## src/rtl/pipe_fetch_pkg.sv

```systemverilog
// Shared definitions for the instruction-fetch stage: FSM state encodings,
// the bubble instruction word, the PC increment and an alignment helper.
package pipe_fetch_pkg;

  typedef enum logic [1:0] {
    S_IDLE = 2'd0,
    S_REQ  = 2'd1,
    S_HOLD = 2'd2,
    S_DROP = 2'd3
  } fetch_state_e;

  localparam logic [31:0] NOP_INST = 32'h0000_0000;
  localparam logic [31:0] PC_STEP  = 32'd4;

  // Clear the byte-offset bits so every fetch address is word aligned.
  function automatic logic [31:0] word_align(input logic [31:0] addr);
    return {addr[31:2], 2'b00};
  endfunction

endpackage : pipe_fetch_pkg

```

## src/rtl/pipe_fetch_if.sv

```systemverilog
// Bundle of the fetch stage's pipeline-control, instruction-memory and
// IF/ID-facing signals. The master modport is the fetch stage itself; the
// slave modport is its environment (hazard unit, decode, memory).
interface pipe_fetch_if;

  // Pipeline control from hazard unit / decode
  logic        stall;
  logic        branch;
  logic [31:0] branch_target;

  // Instruction memory
  logic        imem_req;
  logic [31:0] imem_addr;
  logic        imem_rvalid;
  logic [31:0] imem_rdata;

  // Towards the IF/ID register
  logic [31:0] inst;
  logic [31:0] pc4;
  logic        inst_valid;

  modport master (
    input  stall, branch, branch_target, imem_rvalid, imem_rdata,
    output imem_req, imem_addr, inst, pc4, inst_valid
  );

  modport slave (
    output stall, branch, branch_target, imem_rvalid, imem_rdata,
    input  imem_req, imem_addr, inst, pc4, inst_valid
  );

endinterface : pipe_fetch_if

```

## src/rtl/pipe_fetch_ctr.sv

```systemverilog
// 32-bit free-running event counter: counts cycles with inc=1, wraps at 2^32,
// never saturates. Asynchronous active-low reset clears it to zero.
module pipe_fetch_ctr (
  input  logic        clk,
  input  logic        rst,
  input  logic        inc,
  output logic [31:0] count
);

  logic [31:0] count_q;

  // Increment on every qualifying cycle; natural overflow provides the wrap.
  always_ff @(posedge clk or negedge rst) begin
    if (!rst) begin
      count_q <= 32'h0;
    end else if (inc) begin
      count_q <= count_q + 32'd1;
    end
  end

  assign count = count_q;

endmodule : pipe_fetch_ctr

```

## src/rtl/pipe_fetch.sv

```systemverilog
// Instruction-fetch stage. Owns the PC, keeps at most one request outstanding
// to instruction memory, and presents {pc4, inst} to the IF/ID register, or an
// all-zero bubble when nothing is ready. A fresh response is forwarded in the
// same cycle it arrives; if the pipeline is stalled it is parked in a hold
// buffer. A redirect while a request is still in flight goes through S_DROP
// so the orphaned response is swallowed instead of being presented.
// Optional feature macro: PIPE_FETCH_PERF_EN adds perf_fetched / perf_wait.
module pipe_fetch
  import pipe_fetch_pkg::*;
#(
  parameter logic [31:0] RESET_PC = 32'h0000_0000
) (
  input  logic               clk,
  input  logic               rst,
  pipe_fetch_if.master       bus
`ifdef PIPE_FETCH_PERF_EN
  ,
  output logic [31:0]        perf_fetched,
  output logic [31:0]        perf_wait
`endif
);

  fetch_state_e state_q;
  logic [31:0]  pc_q;
  logic [31:0]  hold_inst_q;
  logic [31:0]  hold_pc4_q;

  logic [31:0]  pc4_d;
  logic [31:0]  target_d;
  logic         redirect_d;

  assign pc4_d      = pc_q + PC_STEP;
  assign target_d   = word_align(bus.branch_target);
  // A stalled redirect is ignored; the hazard unit will present it again.
  assign redirect_d = bus.branch & ~bus.stall;

  // Output decode: request/address from state, IF/ID data from bypass or hold buffer.
  always_comb begin
    bus.imem_req   = 1'b0;
    bus.imem_addr  = 32'h0;
    bus.inst       = NOP_INST;
    bus.pc4        = 32'h0;
    bus.inst_valid = 1'b0;
    case (state_q)
      S_REQ: begin
        bus.imem_req  = 1'b1;
        bus.imem_addr = pc_q;
        if (bus.imem_rvalid) begin
          bus.inst       = bus.imem_rdata;
          bus.pc4        = pc4_d;
          bus.inst_valid = 1'b1;
        end
      end
      S_HOLD: begin
        bus.imem_addr  = pc_q;
        bus.inst       = hold_inst_q;
        bus.pc4        = hold_pc4_q;
        bus.inst_valid = 1'b1;
      end
      S_DROP: begin
        bus.imem_addr = pc_q;
      end
      default: ;
    endcase
  end

  // Fetch FSM with PC and hold buffer; redirect beats stall beats advance.
  always_ff @(posedge clk or negedge rst) begin
    if (!rst) begin
      state_q     <= S_IDLE;
      pc_q        <= RESET_PC;
      hold_inst_q <= 32'h0;
      hold_pc4_q  <= 32'h0;
    end else begin
      case (state_q)
        S_IDLE: begin
          // Any stale response still arriving from before reset is ignored here.
          state_q <= S_REQ;
        end
        S_REQ: begin
          if (redirect_d) begin
            pc_q    <= target_d;
            state_q <= bus.imem_rvalid ? S_REQ : S_DROP;
          end else if (bus.imem_rvalid) begin
            if (bus.stall) begin
              hold_inst_q <= bus.imem_rdata;
              hold_pc4_q  <= pc4_d;
              state_q     <= S_HOLD;
            end else begin
              pc_q <= pc4_d;
            end
          end
        end
        S_HOLD: begin
          if (redirect_d) begin
            pc_q    <= target_d;
            state_q <= S_REQ;
          end else if (!bus.stall) begin
            pc_q    <= pc4_d;
            state_q <= S_REQ;
          end
        end
        S_DROP: begin
          if (redirect_d) begin
            pc_q <= target_d;
          end
          // The orphan is done once it answers, even if a new redirect
          // lands in the same cycle; nothing else is in flight to wait for.
          if (bus.imem_rvalid) begin
            state_q <= S_REQ;
          end
        end
        default: state_q <= S_IDLE;
      endcase
    end
  end

`ifdef PIPE_FETCH_PERF_EN
  // Index 0: consumed instructions, index 1: cycles waiting on memory.
  logic [1:0]  perf_inc;
  logic [31:0] perf_cnt [2];

  assign perf_inc[0] = ~bus.stall & ~bus.branch &
                       (((state_q == S_REQ) & bus.imem_rvalid) | (state_q == S_HOLD));
  assign perf_inc[1] = (state_q == S_REQ) & ~bus.imem_rvalid;

  generate
    for (genvar gi = 0; gi < 2; gi++) begin : g_perf
      pipe_fetch_ctr u_ctr (
        .clk   (clk),
        .rst   (rst),
        .inc   (perf_inc[gi]),
        .count (perf_cnt[gi])
      );
    end
  endgenerate

  assign perf_fetched = perf_cnt[0];
  assign perf_wait    = perf_cnt[1];
`endif

endmodule : pipe_fetch

```

## src/flat_wrapper.sv

```systemverilog
// flat-port wrapper written by rule: the top's interface ports become plain ports
module pipe_fetch_flat import pipe_fetch_pkg::*;
#(
  parameter logic [31:0] RESET_PC = 32'h0000_0000
)
  (clk, rst, bus_stall, bus_branch, bus_branch_target, bus_imem_rvalid, bus_imem_rdata, bus_imem_req, bus_imem_addr, bus_inst, bus_pc4, bus_inst_valid);
  pipe_fetch_if bus_i ();
  input  logic clk;
  input  logic rst;
  input wire logic [$bits(bus_i.stall)-1:0] bus_stall;
  input wire logic [$bits(bus_i.branch)-1:0] bus_branch;
  input wire logic [$bits(bus_i.branch_target)-1:0] bus_branch_target;
  input wire logic [$bits(bus_i.imem_rvalid)-1:0] bus_imem_rvalid;
  input wire logic [$bits(bus_i.imem_rdata)-1:0] bus_imem_rdata;
  output wire logic [$bits(bus_i.imem_req)-1:0] bus_imem_req;
  output wire logic [$bits(bus_i.imem_addr)-1:0] bus_imem_addr;
  output wire logic [$bits(bus_i.inst)-1:0] bus_inst;
  output wire logic [$bits(bus_i.pc4)-1:0] bus_pc4;
  output wire logic [$bits(bus_i.inst_valid)-1:0] bus_inst_valid;
  assign bus_i.stall = bus_stall;
  assign bus_i.branch = bus_branch;
  assign bus_i.branch_target = bus_branch_target;
  assign bus_i.imem_rvalid = bus_imem_rvalid;
  assign bus_i.imem_rdata = bus_imem_rdata;
  assign bus_imem_req = bus_i.imem_req;
  assign bus_imem_addr = bus_i.imem_addr;
  assign bus_inst = bus_i.inst;
  assign bus_pc4 = bus_i.pc4;
  assign bus_inst_valid = bus_i.inst_valid;
  pipe_fetch #(.RESET_PC(RESET_PC)) u_core (.clk(clk), .rst(rst), .bus(bus_i));
endmodule
```

## config.mk

```make
export PLATFORM = sky130hd
export DESIGN_NAME = pipe_fetch_flat
export DESIGN_NICKNAME = d
export VERILOG_FILES = /design/src/rtl/pipe_fetch_pkg.sv /design/src/rtl/pipe_fetch_if.sv /design/src/rtl/pipe_fetch_ctr.sv /design/src/rtl/pipe_fetch.sv /design/src/flat_wrapper.sv
export SDC_FILE = /design/constraint.sdc
export NUM_CORES = 1
export LEC_CHECK = 0
export CORE_MARGIN = 2
export CORE_UTILIZATION = 30
export CTS_BUF_LIST = sky130_fd_sc_hd__clkbuf_4 sky130_fd_sc_hd__clkbuf_8 sky130_fd_sc_hd__clkbuf_16
export DETAILED_ROUTE_END_ITERATION = 10
export PLACE_DENSITY_LB_ADDON = 0.1
export REMOVE_ABC_BUFFERS = 1
export SYNTH_ARGS = -nofsm -noshare
export SYNTH_HDL_FRONTEND = slang
export SYNTH_SLANG_ARGS = --single-unit
```

## constraint.sdc

```tcl
create_clock -name clk -period 4.33 [get_ports clk]
set_input_delay 0.433 -clock clk [delete_from_list [all_inputs] [get_ports clk]]
set_output_delay 0.433 -clock clk [all_outputs]
set_load 0.01 [all_outputs]
```

==> images/ff_map.png <==
Other sequential cells in the stronger grey, the rest of the logic in the fainter grey.
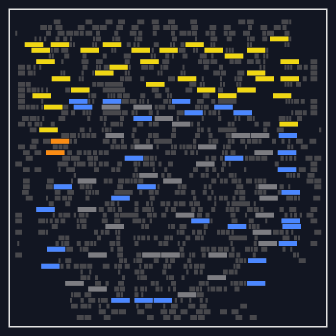
[orange] `u_core.state_q` | sequential cells: 2
[blue] `u_core.hold_pc4_q` | sequential cells: 30
[yellow] `u_core.hold_inst_q` | sequential cells: 32 | where: a band across the top

==> flow_summary.yaml <==
# yosys + openroad results
cts:
  cts_max_path_buffers: 2
  cts.hold.buffers_added: 0
  numCtsBuffers: 9
  cts.repair.resized: 0
  post_cts.repair.setup_buffers: 0
  root_buffer: "clkbuf_16"
  htree_num_levels: 3
  clkSinkCount: 94
  clk_pin_slew_ns: 0.08
  cts_tree: "yes"
  clkLatencyLatePin_ns: 0.35
synth:
  top_cell_area_share: 0.362
  ys_cells: 845
  yosysSeqAreaShare: 0.362
  logic_family: "simple AND/OR/NAND/NOR gates"
  yosysMostFrequentCell: "nand2_1"
  synth.avg_cell_area_um2: 7.69
  yosys_warnings: 0
  ys_async_sr_fraction: 1.00
  ys.flop_type: "dfrtp_1"
  edf_count: 0
  xor_share: 0.0135
  ys_chip_area_um2: 6500
  synthTopCellsByArea: "dfrtp_1 (36%), nand2_1 (10%), nor2b_1 (4.8%)"
  synthAoiAreaFrac: 0.201
  ys_ff: 94
  yosysTopAreaCell: "dfrtp_1"
  ys_sh_mux: 0.0158
  syn_area_um2: 6500
  adder_share: 0.00963
  ys_sh_simple: 0.329
finish:
  lay_top_cells: "nand2_1 (173), clkdlybuf4s50_1 (159), dfrtp_1 (94)"
  antenna_cells: 0
  nClkBuffers: 10
  clk_share: 0.0352
  buffer_area_frac: 0.211
  finish.utilization: 0.407
  area_growth_pct: 32.5
  n_all_buffers: 189
  largest_class: "multi-input combinational cells"
  largest_register_ff_count: 32
  logic_gates: 649
  regArea_um2: 2350
  comb_area_um2: 3720
  final_nets: 1037
  n_fill_cell: 2238
  sh_seq_area: 0.273
  drive_above_1_share: 0.0599
  reg_top3: "u_core.hold_inst_q: 32 flops, u_core.hold_pc4_q: 30 flops, u_core.pc_q: 30 flops"
  flops: 94
  regMostFlops: "u_core.hold_inst_q"
  fin_area_um2: 8610
timing:
  max_freq_ghz: 0.268
  worst_slew_pin_slew_ns: 0.980
  fin_crit_sh: 0.861
  setup_viol_count_final: 0
  finalHoldWorstSlack_ns: 0.0987
  final-hold-violation-count: 0
  period_minus_slack_ns: 3.73
  setup_tns_ns: 0
  fin_skew_ns: 0.0101
  slew_headroom: 0.346
  slew_violations: 0
  fin_ws_ns: 0.603
routing:
  wl_per_cell_um: 19.0
  ant_nets: 0
  route.met3.wl_um: 1090
  drtIter0Drc: 522
  vias: 6742
  wirelength_um: 23700
  viasPerCell: 5.42
  top_layer_used: "met4"
  first_pass_iters: 5
  m1WireLength_um: 11700
  drc: 0
  dr_wl_met2_um: 10700
global_routing:
  grt_use_met3: 0.0292
  met2_usage: 0.315
  grt_max_degree: 48
  grt_remaining_overflow: 0
  busiest_layer: "met2"
  grt_pass1_wl_um: 36900
  gr-usage-met1: 0.314
  grt_pass1_vias: 6344
  grt.total_usage: 0.209
  grt_antenna_before_repair: 0
floorplanning:
  core.rowCount: 53
  floorplanUtilization: 0.307
  die_h_um: 151
  nWellTaps: 275
  chipWidth_um: 151
  die_area_um2: 22900
  fp.coreArea_um2: 21200
  io-pin-count: 167
power_and_ir_drop:
  p_comb_frac: 0.571
  seq_power_share: 0.289
  power_frac_clock: 0.139
  clk-power_mw: 0.838
  power_leakage_nw: 3.40
  power.group.top: "combinational cells"
  ir_worst_vdd_mv: 0.290
  swShare: 0.444
  comb_cell_power_mw: 3.44
  seq_cell_power_mw: 1.74
  powerDensity_nw_per_um2: 699
  internal_power_mw: 3.35
  power_mw: 6.02
  p_sw_mw: 2.67
placed_design:
  gp_congestion: 0.824
  place_ws_ns: 0.825
  place_area_um2: 8310
  dp_hpwl_um: 16300
  placement.io_buffers: 160
critical_path:
  crit_slowest_cell: "or4_1"
  r2r_start: "u_core.state_q[0]"
  crit_family: "simple AND/OR/NAND/NOR gates"
  arrival_ns: 3.29
  rr_endpoint: "u_core.pc_q[26]"
  critPathCaptureType: "output port"
  start_kind: "flip-flop"
  crit_required_ns: 3.90
  ff2ff_setup_slack_ns: 1.52
  crit_start: "u_core.pc_q[2]"
  crit_end: "bus_pc4[18]"
  max_stage_delay_ns: 0.60
  critical_path_depth: 7
  ff2ff_path_depth: 6
  path_cells: "ha_1 > nand4_1 > buf_4 > or4_1 > xor2_1 > o21ai_0 > clkdlybuf4s50_1"
  crit_buf_inv: 2
  critPathKind: "reg2out"
job:
  warning_count: 30
  max-cap-violations: 0
status:
  status: "completed"
min_path:
  hold_class: "in2async"
==> images/gates.png <==
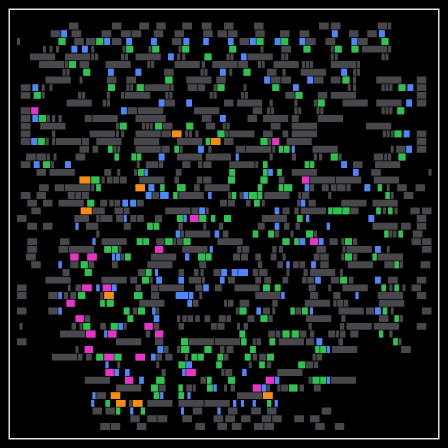
[magenta] non-inverting ao/oa cells | cells: 24
[blue] nor cells | cells: 129
[green] aoi and oai cells | cells: 165 | where: all over the die
[orange] mux cells | cells: 10
most numerous logic cell after layout: nand2_1
logic share of the area: 0.432
Finished Layout Cells: 1,243

